`src/rtl/uart_rx_if.sv`:
```
// Receive-side byte handshake between uart_rx and its consumer.
// The receiver drives the held byte and status flags; the consumer returns data_read.
interface uart_rx_if;
  logic [7:0] data_out;
  logic       full;
  logic       frame_error;
  logic       overrun;
  logic       parity_error;
  logic       data_read;

  modport master (
    output data_out, full, frame_error, overrun, parity_error,
    input  data_read
  );

  modport slave (
    input  data_out, full, frame_error, overrun, parity_error,
    output data_read
  );
endinterface

```
`src/rtl/uart_rx.sv`:
```
// 8N1 UART receiver with mid-bit sampling and a one-byte holding register.
// Define UART_RX_PARITY_EN to add an even-parity bit after the data bits.
module uart_rx #(
  parameter int CLK_FREQ = 100_000_000,
  parameter int BAUD     = 115200
) (
  input  logic     clk,
  input  logic     rst_n,
  input  logic     rxd,
  uart_rx_if.master bus
);

  localparam int BIT_CYCLES = CLK_FREQ / BAUD;
  localparam int CNT_W      = $clog2(BIT_CYCLES);
  localparam logic [CNT_W-1:0] CNT_LAST = CNT_W'(BIT_CYCLES - 1);
  localparam logic [CNT_W-1:0] CNT_MID  = CNT_W'(BIT_CYCLES / 2);

  typedef enum logic [2:0] {
    IDLE, START, DATA, PARITY, STOP, BREAK
  } state_t;

  function automatic logic parity_err(input logic [7:0] b, input logic p);
    return (^b) != p;
  endfunction

  logic             rx_p0, rx_p1, rx_prev;
  state_t           state, state_nx;
  logic [CNT_W-1:0] cnt, cnt_nx;
  logic [2:0]       idx, idx_nx;
  logic             shift_en, par_en;
  logic             done_p2, done_nx;
  logic             stop_bit, stop_nx;
  logic [7:0]       shift;

  // Stage p0/p1: two-flop synchronizer, idles high
  always_ff @(posedge clk or negedge rst_n) begin
    if (!rst_n) begin
      rx_p0   <= 1'b1;
      rx_p1   <= 1'b1;
      rx_prev <= 1'b1;
    end else begin
      rx_p0   <= rxd;
      rx_p1   <= rx_p0;
      rx_prev <= rx_p1;
    end
  end

  always_ff @(posedge clk or negedge rst_n) begin
    if (!rst_n) begin
      state    <= IDLE;
      cnt      <= '0;
      idx      <= '0;
      done_p2  <= 1'b0;
      stop_bit <= 1'b0;
    end else begin
      state    <= state_nx;
      cnt      <= cnt_nx;
      idx      <= idx_nx;
      done_p2  <= done_nx;
      stop_bit <= stop_nx;
    end
  end

  always_comb begin
    state_nx = state;
    cnt_nx   = cnt + 1'b1;
    idx_nx   = idx;
    shift_en = 1'b0;
    par_en   = 1'b0;
    done_nx  = 1'b0;
    stop_nx  = stop_bit;
    case (state)
      IDLE: begin
        cnt_nx = '0;
        if (rx_prev && !rx_p1) state_nx = START;
      end
      START: begin
        if (cnt == CNT_MID) begin
          cnt_nx   = '0;
          idx_nx   = '0;
          state_nx = rx_p1 ? IDLE : DATA;
        end
      end
      DATA: begin
        if (cnt == CNT_LAST) begin
          cnt_nx   = '0;
          shift_en = 1'b1;
          idx_nx   = idx + 1'b1;
          if (idx == 3'd7) begin
`ifdef UART_RX_PARITY_EN
            state_nx = PARITY;
`else
            state_nx = STOP;
`endif
          end
        end
      end
      PARITY: begin
        if (cnt == CNT_LAST) begin
          cnt_nx   = '0;
          par_en   = 1'b1;
          state_nx = STOP;
        end
      end
      STOP: begin
        if (cnt == CNT_LAST) begin
          cnt_nx   = '0;
          done_nx  = 1'b1;
          stop_nx  = rx_p1;
          // A low stop bit parks in BREAK so a held-low line is not read as 0x00 bytes
          state_nx = rx_p1 ? IDLE : BREAK;
        end
      end
      BREAK: begin
        cnt_nx = '0;
        if (rx_p1) state_nx = IDLE;
      end
      default: begin
        cnt_nx   = '0;
        state_nx = IDLE;
      end
    endcase
  end

  always_ff @(posedge clk) begin
    if (shift_en) shift <= {rx_p1, shift[7:1]};
  end

  // Stage p2: holding register and handshake flags, loaded one cycle after the stop sample
  always_ff @(posedge clk or negedge rst_n) begin
    if (!rst_n) begin
      bus.data_out    <= 8'h00;
      bus.full        <= 1'b0;
      bus.frame_error <= 1'b0;
      bus.overrun     <= 1'b0;
    end else if (done_p2) begin
      bus.data_out    <= shift;
      bus.full        <= 1'b1;
      bus.frame_error <= ~stop_bit;
      bus.overrun     <= bus.full & ~bus.data_read;
    end else if (bus.full && bus.data_read) begin
      bus.full        <= 1'b0;
      bus.frame_error <= 1'b0;
      bus.overrun     <= 1'b0;
    end
  end

`ifdef UART_RX_PARITY_EN
  logic par_bit;

  always_ff @(posedge clk) begin
    if (par_en) par_bit <= rx_p1;
  end

  always_ff @(posedge clk or negedge rst_n) begin
    if (!rst_n)
      bus.parity_error <= 1'b0;
    else if (done_p2)
      bus.parity_error <= parity_err(shift, par_bit);
    else if (bus.full && bus.data_read)
      bus.parity_error <= 1'b0;
  end
`else
  assign bus.parity_error = 1'b0;
`endif

endmodule

```
`src/flat_wrapper.sv`:
```
// flat-port wrapper written by rule: the top's interface ports become plain ports
module uart_rx_flat 
#(
  parameter int CLK_FREQ = 100_000_000,
  parameter int BAUD     = 115200
)
  (clk, rst_n, rxd, bus_data_out, bus_full, bus_frame_error, bus_overrun, bus_parity_error, bus_data_read);
  uart_rx_if bus_i ();
  input  logic clk;
  input  logic rst_n;
  input  logic rxd;
  output wire logic [$bits(bus_i.data_out)-1:0] bus_data_out;
  output wire logic [$bits(bus_i.full)-1:0] bus_full;
  output wire logic [$bits(bus_i.frame_error)-1:0] bus_frame_error;
  output wire logic [$bits(bus_i.overrun)-1:0] bus_overrun;
  output wire logic [$bits(bus_i.parity_error)-1:0] bus_parity_error;
  input wire logic [$bits(bus_i.data_read)-1:0] bus_data_read;
  assign bus_data_out = bus_i.data_out;
  assign bus_full = bus_i.full;
  assign bus_frame_error = bus_i.frame_error;
  assign bus_overrun = bus_i.overrun;
  assign bus_parity_error = bus_i.parity_error;
  assign bus_i.data_read = bus_data_read;
  uart_rx #(.CLK_FREQ(CLK_FREQ), .BAUD(BAUD)) u_core (.clk(clk), .rst_n(rst_n), .rxd(rxd), .bus(bus_i));
endmodule
```
`config.mk`:
```
export PLATFORM = sky130hd
export DESIGN_NAME = uart_rx_flat
export DESIGN_NICKNAME = d
export VERILOG_FILES = /design/src/rtl/uart_rx_if.sv /design/src/rtl/uart_rx.sv /design/src/flat_wrapper.sv
export SDC_FILE = /design/constraint.sdc
export NUM_CORES = 1
export LEC_CHECK = 0
export CORE_MARGIN = 2
export CORE_UTILIZATION = 38
export CTS_BUF_LIST = sky130_fd_sc_hd__clkbuf_8
export DETAILED_ROUTE_END_ITERATION = 10
export PLACE_DENSITY = 0.65
export SYNTH_ARGS = -nofsm -noshare
export SYNTH_HDL_FRONTEND = slang
export SYNTH_SLANG_ARGS = --single-unit
```
`constraint.sdc`:
```
create_clock -name clk -period 1.91 [get_ports clk]
set_clock_uncertainty 0.05 [all_clocks]
set_input_delay 0.2865 -clock clk [delete_from_list [all_inputs] [get_ports clk]]
set_output_delay 0.2865 -clock clk [all_outputs]
set_load 0.01 [all_outputs]
```
### Where the registers sit

Scale: 6 px per µm. Other sequential cells in the stronger grey, the rest of the logic in the fainter grey.
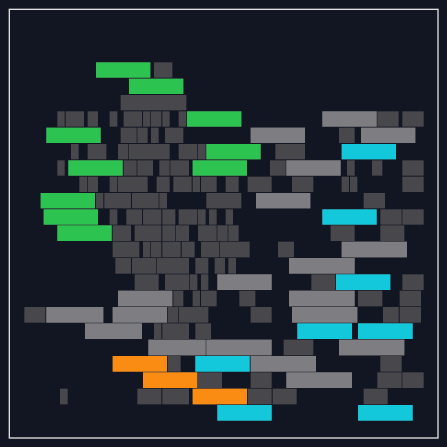
Key: orange = u_core.idx [flops 3]; cyan = u_core.bus.data_out [flops 8]; green = u_core.cnt [flops 10]

### Cell classes on the final placement

Scale: 6 px per µm.
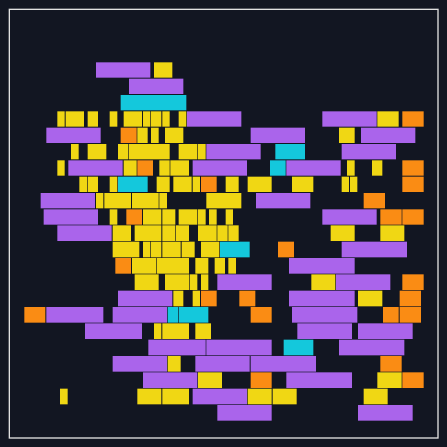
Key: cyan = clock drivers and dummy loads [cells 8, share of their area 5.5%]; yellow = combinational and other logic [cells 90, share of their area 33%]; purple = flops [cells 40, share of their area 52%]; orange = other buffers and delay cells [cells 23, share of their area 10%]

### The metal 3 layer

Scale: 4 px per µm.
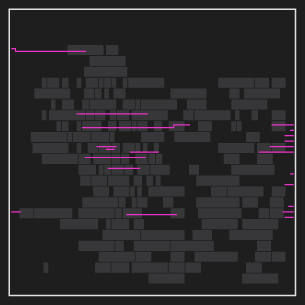
The wires run mostly horizontal. 19 nets have wire on it. The longest straight run is 22.8 µm. The layer holds 4.8% of the routed length. The layer carries 147 µm of wire.

### Placement view

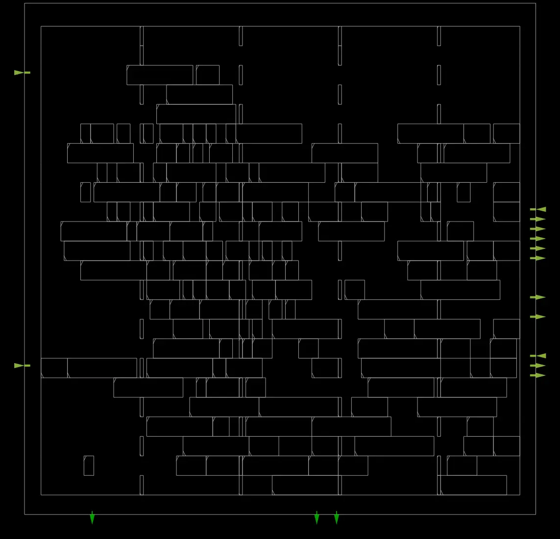
core area: 4354 µm²
flop share of the area: 0.4997
Seq Cell Count: 40
# rows: 24
Non-Filler Instances: 213

==> impl_metrics.toml <==
# physical design summary
[floorplanning]
io_pins = 16
tapCellCount = 52
fp_util = 0.3943
chipArea_um2 = 5071

[setup_path]
start_kind = "register"
reg2regPathDepth = 5
r2r_start = "u_core.cnt[1]$_DFF_PN0_"
crit_buf_inv = 0
required_ns = 2.01

[status]
outcome = "finished clean"

[cells_and_area]
comb_share = 0.3094
final_area_um2 = 2091
nets = 168
drive_gt1_frac = 0.1677
largest_register_ffs = 10
area_growth_pct = 21.79
num-fill-cells = 376
layout_top_cells = "dfrtp_1, nor2_1, clkdlybuf4s50_1, mux2_1, buf_4"
clock_buffers = 5

[synthesis]
yosys.cell_types.count = 38
ys_top_logic_family = "simple AND/OR/NAND/NOR gates"
ff_type = "dfrtp_1"
ys_sh_aoi = 0.04155
ys_chip_area_um2 = 1717
netlist_instances = 134

[global_routing]
grt_pass1_wl_um = 5313
grtUsageMet2 = 0.2284
grt.busiest_layer = "met2"
met1_usage = 0.1610

[power_and_ir_drop]
clock_power_share = 0.318
p_seq_uw = 1010
p_seq_frac = 0.473
p_clk_uw = 677
maxPowerGroup = "sequential cells"
power_uw = 2126
p_sw_frac = 0.2932

[sta]
hold_viol = 0
tightest_slew_ns = 0.6349
max_freq_ghz = 0.5353
finalCriticalPeriod_ns = 1.868
rsz0062_at_grt = "yes"
layout_setup_ws_ns = 0.04182

[cts]
htree_levels = 2
post_cts.repair.setup_buffers = 0

[routing]
drt-pass1-iter-count = 4
top_layer = "met4"
final_antenna_net_count = 0
wl_per_cell_um = 14.30

[worst_hold_path]
hp-class = "register to register"
hold_depth = 0
